==> src/rtl/seq_comp.sv <==
// seq_comp: multi-cycle magnitude comparator.
// Walks two WIDTH-bit operands MSB-first, CHUNK bits per cycle, and reports
// unsigned and two's-complement signed lt/eq/gt flags with a busy/done handshake.
// The signed track reuses the unsigned procedure on copies whose MSB is
// inverted, which maps two's-complement ordering onto unsigned ordering.
module seq_comp #(
  parameter int WIDTH = 8,
  parameter int CHUNK = 1
) (
  input  logic             clk,
  input  logic             reset,
  input  logic             start,
  input  logic [WIDTH-1:0] a,
  input  logic [WIDTH-1:0] b,
  output logic             busy,
  output logic             done,
  output logic             u_lt,
  output logic             u_eq,
  output logic             u_gt,
  output logic             s_lt,
  output logic             s_eq,
  output logic             s_gt
);

  localparam int N  = WIDTH / CHUNK;
  localparam int CW = (N > 1) ? $clog2(N) : 1;
  localparam logic [CW-1:0] LAST = CW'(N - 1);

  localparam logic [1:0] IDLE = 2'd0;
  localparam logic [1:0] RUN  = 2'd1;
  localparam logic [1:0] FIN  = 2'd2;

  logic [1:0]       state;
  logic [CW-1:0]    cnt;
  logic [WIDTH-1:0] ua_sh, ub_sh, sa_sh, sb_sh;
  logic             u_dec, u_less, s_dec, s_less;

  logic [CHUNK-1:0] ua_top, ub_top, sa_top, sb_top;
  logic             u_dec_nx, u_less_nx, s_dec_nx, s_less_nx;
  logic             accept, last_step;

  assign ua_top = ua_sh[WIDTH-1 -: CHUNK];
  assign ub_top = ub_sh[WIDTH-1 -: CHUNK];
  assign sa_top = sa_sh[WIDTH-1 -: CHUNK];
  assign sb_top = sb_sh[WIDTH-1 -: CHUNK];

  // A start is honoured whenever no comparison is in flight (IDLE or FIN).
  assign accept    = start && (state != RUN);
  assign last_step = (state == RUN) && (cnt == LAST);

  assign busy = (state == RUN);
  assign done = (state == FIN);

  // Decision update for the current chunk: the first differing chunk wins and sticks.
  always_comb begin
    u_dec_nx  = u_dec | (ua_top != ub_top);
    u_less_nx = u_dec ? u_less : (ua_top < ub_top);
    s_dec_nx  = s_dec | (sa_top != sb_top);
    s_less_nx = s_dec ? s_less : (sa_top < sb_top);
  end

  // Control FSM and chunk counter; latency is fixed at N RUN cycles.
  always_ff @(posedge clk or posedge reset) begin
    if (reset) begin
      state <= IDLE;
      cnt   <= '0;
    end else begin
      case (state)
        IDLE, FIN: begin
          cnt   <= '0;
          state <= accept ? RUN : IDLE;
        end
        RUN: begin
          if (cnt == LAST) begin
            cnt   <= '0;
            state <= FIN;
          end else begin
            cnt <= cnt + CW'(1);
          end
        end
        default: begin
          cnt   <= '0;
          state <= IDLE;
        end
      endcase
    end
  end

  // Operand shift registers and sticky per-track decisions.
  always_ff @(posedge clk or posedge reset) begin
    if (reset) begin
      ua_sh  <= '0;
      ub_sh  <= '0;
      sa_sh  <= '0;
      sb_sh  <= '0;
      u_dec  <= 1'b0;
      u_less <= 1'b0;
      s_dec  <= 1'b0;
      s_less <= 1'b0;
    end else if (accept) begin
      ua_sh  <= a;
      ub_sh  <= b;
      sa_sh  <= {~a[WIDTH-1], a[WIDTH-2:0]};
      sb_sh  <= {~b[WIDTH-1], b[WIDTH-2:0]};
      u_dec  <= 1'b0;
      u_less <= 1'b0;
      s_dec  <= 1'b0;
      s_less <= 1'b0;
    end else if (state == RUN) begin
      ua_sh  <= ua_sh << CHUNK;
      ub_sh  <= ub_sh << CHUNK;
      sa_sh  <= sa_sh << CHUNK;
      sb_sh  <= sb_sh << CHUNK;
      u_dec  <= u_dec_nx;
      u_less <= u_less_nx;
      s_dec  <= s_dec_nx;
      s_less <= s_less_nx;
    end
  end

  // Result flags load only on the final RUN edge and hold until the next one.
  always_ff @(posedge clk or posedge reset) begin
    if (reset) begin
      u_lt <= 1'b0;
      u_eq <= 1'b0;
      u_gt <= 1'b0;
      s_lt <= 1'b0;
      s_eq <= 1'b0;
      s_gt <= 1'b0;
    end else if (last_step) begin
      u_lt <= u_dec_nx & u_less_nx;
      u_eq <= ~u_dec_nx;
      u_gt <= u_dec_nx & ~u_less_nx;
      s_lt <= s_dec_nx & s_less_nx;
      s_eq <= ~s_dec_nx;
      s_gt <= s_dec_nx & ~s_less_nx;
    end
  end

endmodule
==> config.mk <==
export PLATFORM = sky130hd
export DESIGN_NAME = seq_comp
export DESIGN_NICKNAME = d
export VERILOG_FILES = /design/src/rtl/seq_comp.sv
export SDC_FILE = /design/constraint.sdc
export NUM_CORES = 1
export LEC_CHECK = 0
export CAP_MARGIN = 5
export CORE_MARGIN = 4
export CORE_UTILIZATION = 44
export DETAILED_ROUTE_END_ITERATION = 8
export PLACE_DENSITY = 0.68
export SLEW_MARGIN = 20
export SYNTH_ARGS = -nofsm -noshare
export SYNTH_HDL_FRONTEND = slang
export SYNTH_SLANG_ARGS = --single-unit
==> constraint.sdc <==
create_clock -name clk -period 1.4 [get_ports clk]
set_input_delay 0.28 -clock clk [delete_from_list [all_inputs] [get_ports clk]]
set_output_delay 0.28 -clock clk [all_outputs]
set_load 0.01 [all_outputs]
**Wiring by layer**

Drawn at 4 px/um. Only two layers are drawn.
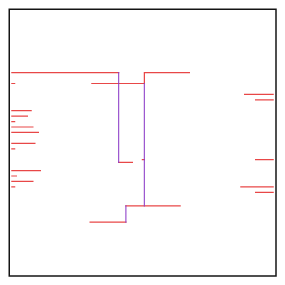
legend:
  purple:
    layer: M4
    wire_length: 57.1 um
  red:
    layer: M3
    wire_length: 151 um
GRT Total Usage: 15.01%
per-cell routed wire length: 12.54 um
routed wire length: 2758 um
Vias: 1078

**Routed clock nets over the placement**

Drawn at 8 px/um.
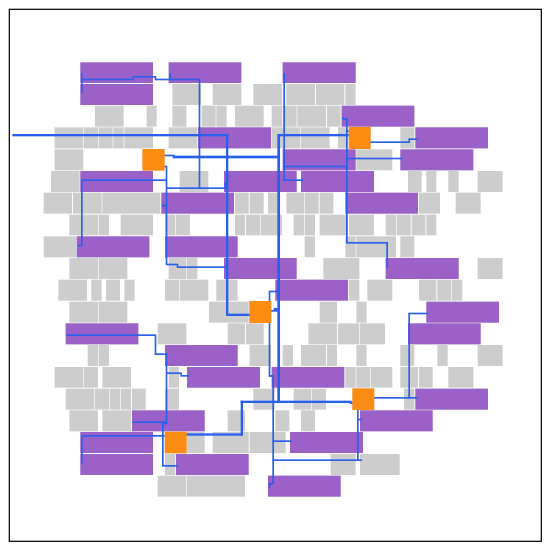
legend:
  blue:
    item: clock wires
    length: 412 um
  purple:
    item: flip-flops
    count: 33
  orange:
    item: clock-net drivers
    count: 5
flops lie: all over the die
routed clock nets: 6
P_clk: 0.000605 W
clock share of power: 17.8%
Final Skew: 9.180 ps

==> results.py <==
# Generated from Yosys and OpenROAD reports
metrics = {
    "run_status": {
        "status": "finished clean",
    },
    "placement": {
        "gp_congestion": 0.7356,
        "preCtsSetupSlack_ps": -67.56,
        "dp_cells": 212,
        "io_buffer_count": 26,
        "dpl.hpwl_um": 2017,
        "place_area_um2": 1833,
    },
    "synthesis": {
        "ys_seq_share_pct": 55.18,
        "yosys_warnings": 0,
        "synth_cell_type_count": 26,
        "synth_chip_area_um2": 1496,
        "ys_ff": 33,
        "fp_nets": 166,
        "top_cell_area_share_pct": 55.18,
        "area_leaders": "dfrtp_1 55%, mux2i_1 11%, o21ai_0 7.4%",
        "synth_area_per_cell_um2": 10.46,
        "syn-cell-area_um2": 1496,
        "ys_cells": 143,
        "synth_cells": 143,
        "yosys.area.top_type": "dfrtp_1",
    },
    "job": {
        "cap_viol_max_count": 0,
        "tool_warnings": 27,
    },
    "critical_path": {
        "r2r-start": "sa_sh[7]$_DFFE_PP0P_",
        "crit_start": "state[0]$_DFFE_PP0P_",
        "crit_path_start_kind": "flop",
        "endpoint": "done",
        "r2r_slack_ps": 90,
        "crit_slowest_cell": "dfrtp_1",
        "crit_chain": "nor2b_1 > buf_2",
        "cp_slowest_stage_delay_ps": 440,
        "crit_fanout": 4,
        "r2r_cells": 4,
        "worst_ep_arrival_time_ps": 1060,
        "cp.required_ps": 1120,
        "cp-end-kind": "output pin",
        "timing.rr.end": "s_lt$_DFFE_PP0P_",
        "crit_type": "reg -> out",
    },
    "cts": {
        "postCtsHoldBufs": 0,
        "cts_max_level": 2,
        "cts_tree": "built",
        "cts_buffer_depth": 2,
        "cts-root-buf": "clkbuf_4",
        "cts.clk_slew.worst_paths_ps": 90,
    },
    "sta": {
        "tns_ps": 0,
        "tightest_slew_ps": 217.8,
        "fin_crit_sh_pct": 95.62,
        "whs_ps": 281.7,
        "setup_violations": 0,
        "relSlewSlack_pct": 85.43,
        "rsz0062_at_grt": "yes",
        "min_period_ps": 1339,
        "fmax_ghz": 0.7470,
        "fin_ws_ps": 61.38,
        "hold_viol": 0,
        "drv_slew": 0,
    },
    "route": {
        "vias_per_cell": 4.900,
        "ant_nets": 0,
        "dr.pass1.iters": 4,
        "drc_errors": 0,
        "drt_iter0_drc": 44,
    },
    "global_route": {
        "grt_pass1_vias": 1095,
        "gr-usage-met3_pct": 6.293,
        "grt_pass1_wl_um": 4830,
        "grt_max_degree": 35,
        "use_met2_pct": 24.16,
        "grt.busiest_layer": "met2",
        "antenna_found_initial": 0,
        "globalRoute.totalOverflow": 0,
        "gr-usage-met1_pct": 17.23,
    },
    "pwr": {
        "p_leak_nw": 0.9111,
        "power_w": 0.003394,
        "ir_drop_mv": 0.8147,
        "p_per_area_nw_per_um2": 1786,
    },
    "finish": {
        "finalInstanceArea_um2": 1901,
        "stdcell_count": 220,
        "area_growth_pct": 27.01,
        "utilization_pct": 60.28,
        "num-fill-cells": 305,
        "antennaDiodeCount": 0,
        "drive_gt1_share_pct": 10.80,
        "layout.nets": 198,
    },
    "worst_hold_path": {
        "min_path_type": "in -> async",
    },
    "die": {
        "io_pins": 27,
        "die_area_um2": 4398,
        "core_um2": 3153,
        "die_width_um": 66.32,
        "rows": 20,
        "fp_util_pct": 47.46,
        "die_y_um": 66.32,
    },
}
**Pin map**

Drawn at 6 px/um. Pins as bars across the die edge, other pins in grey.
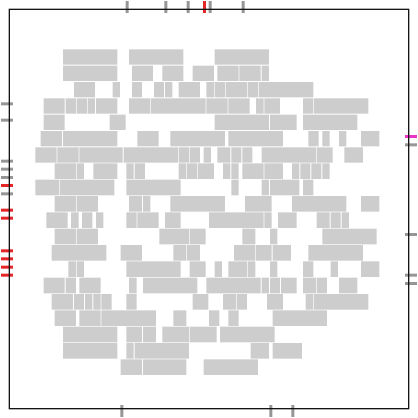
legend:
  magenta:
    port: u_gt
    pins: 1
    direction: output
    edge: east
  red:
    port: a
    pins: 8
    direction: input
    edge: 7 west, 1 north

**Clock nets**

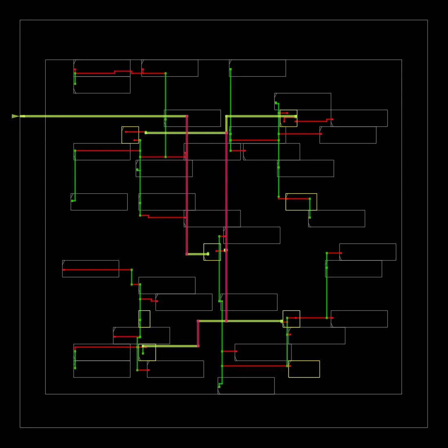
Late-Pin Clk Latency: 340 ps
TritonCTS buffer count: 5

## Yosys cell counts, drive strengths merged
cell     instances
nor2             4
inv             10
o22ai            1
clkbuf           1
and2             2
dfrtp           33
o21ai           22
ha               4
nand2b           3
or3              1
a21boi           1
nand3b           1
nor2b            1
a21oi            4
nor3b            1
mux2i           16
o2bb2ai          2
o32ai            2
a31oi            2
nand2           23
buf              7
nor3             2
## state kept, by name, summed over array words and instances, names as in the netlist
| name | count |
|---|---|
| s_lt | 1 |
| u_less | 1 |
| state | 2 |
| ua_sh | 8 |
| ub_sh | 8 |
| u_eq | 1 |
| s_gt | 1 |
| u_dec | 1 |
| s_dec | 1 |
| u_lt | 1 |
| sb_sh | 1 |
| s_less | 1 |
| cnt | 3 |
| u_gt | 1 |
| s_eq | 1 |
| sa_sh | 1 |
## logic make-up (layout without fill, tap and decap cells)
family	after synthesis	after routing	share of synthesized area, %
and+or+nand+nor	38	38	11.54
muxes	16	16	10.70
adders and majority gates	4	4	3.345
DFF	33	33	55.18
AOI/OAI and AO/OA	34	34	12.79
buffers and inverters	18	51	6.438
## timing repair
| action | CTS | global route |
|---|---|---|
| setup buffers | 0 | 0 |
| gates resized | 15 | 2 |
| endpoints found under the setup margin | 8 | 3 |
## power by group
| part | switching (W) | internal [W] |
|---|---|---|
| Clock | 0.000314 | 0.000291 |
| Combinational | 0.000649 | 0.000596 |
| Sequential | 0.000221 | 0.00132 |
| Total | 0.00118 | 0.00221 |
## layout by cell type, fill, tap and decap left out, types with 2 or more instances in the layout
| cell type | Yosys | final |
|---|---|---|
| nor3_1 | 2 | 2 |
| mux2i_1 | 16 | 16 |
| buf_12 | 0 | 2 |
| nand2b_1 | 2 | 2 |
| a21oi_1 | 4 | 4 |
| and2_1 | 2 | 2 |
| clkbuf_4 | 0 | 5 |
| buf_4 | 4 | 4 |
| o2bb2ai_1 | 2 | 2 |
| o32ai_1 | 2 | 2 |
| clkbuf_8 | 0 | 2 |
| ha_1 | 4 | 4 |
| nand2_1 | 23 | 23 |
| clkdlybuf4s50_1 | 0 | 18 |
| inv_1 | 9 | 9 |
| dlygate4sd2_1 | 0 | 6 |
| buf_6 | 1 | 2 |
| o21ai_0 | 22 | 22 |
| a31oi_1 | 2 | 2 |
| nor2_1 | 4 | 4 |
| dfrtp_1 | 33 | 33 |
## area by class of cell
type                            instances  area [um2]  area share (%)
Inverter                               10       40.04           2.107
Clock buffer                            7       65.06           3.423
Timing Repair Buffer                   33       330.3           17.38
Sequential cell                        33       825.8           43.45
Multi-Input combinational cell         92       579.3           30.48
Clock inverter                          1       5.005          0.2633
Tap cell                               44       55.05           2.897
## critical path, delay by kind of cell, from the launching register on
kind,cells,cell delay (ps)
flops,1,440
buf+inv,1,150
simple gates,1,140
## layer usage
| layer | part of all wire [%] | vias up |
|---|---|---|
| li1 | - | 551 |
| met1 | 44 | 497 |
| met2 | 48 | 23 |
| met3 | 5.5 | 7 |
| met4 | 2.1 | 0 |
| met5 | 0 | - |
Power figures rest on the tool's default switching activity, not on a simulated workload.
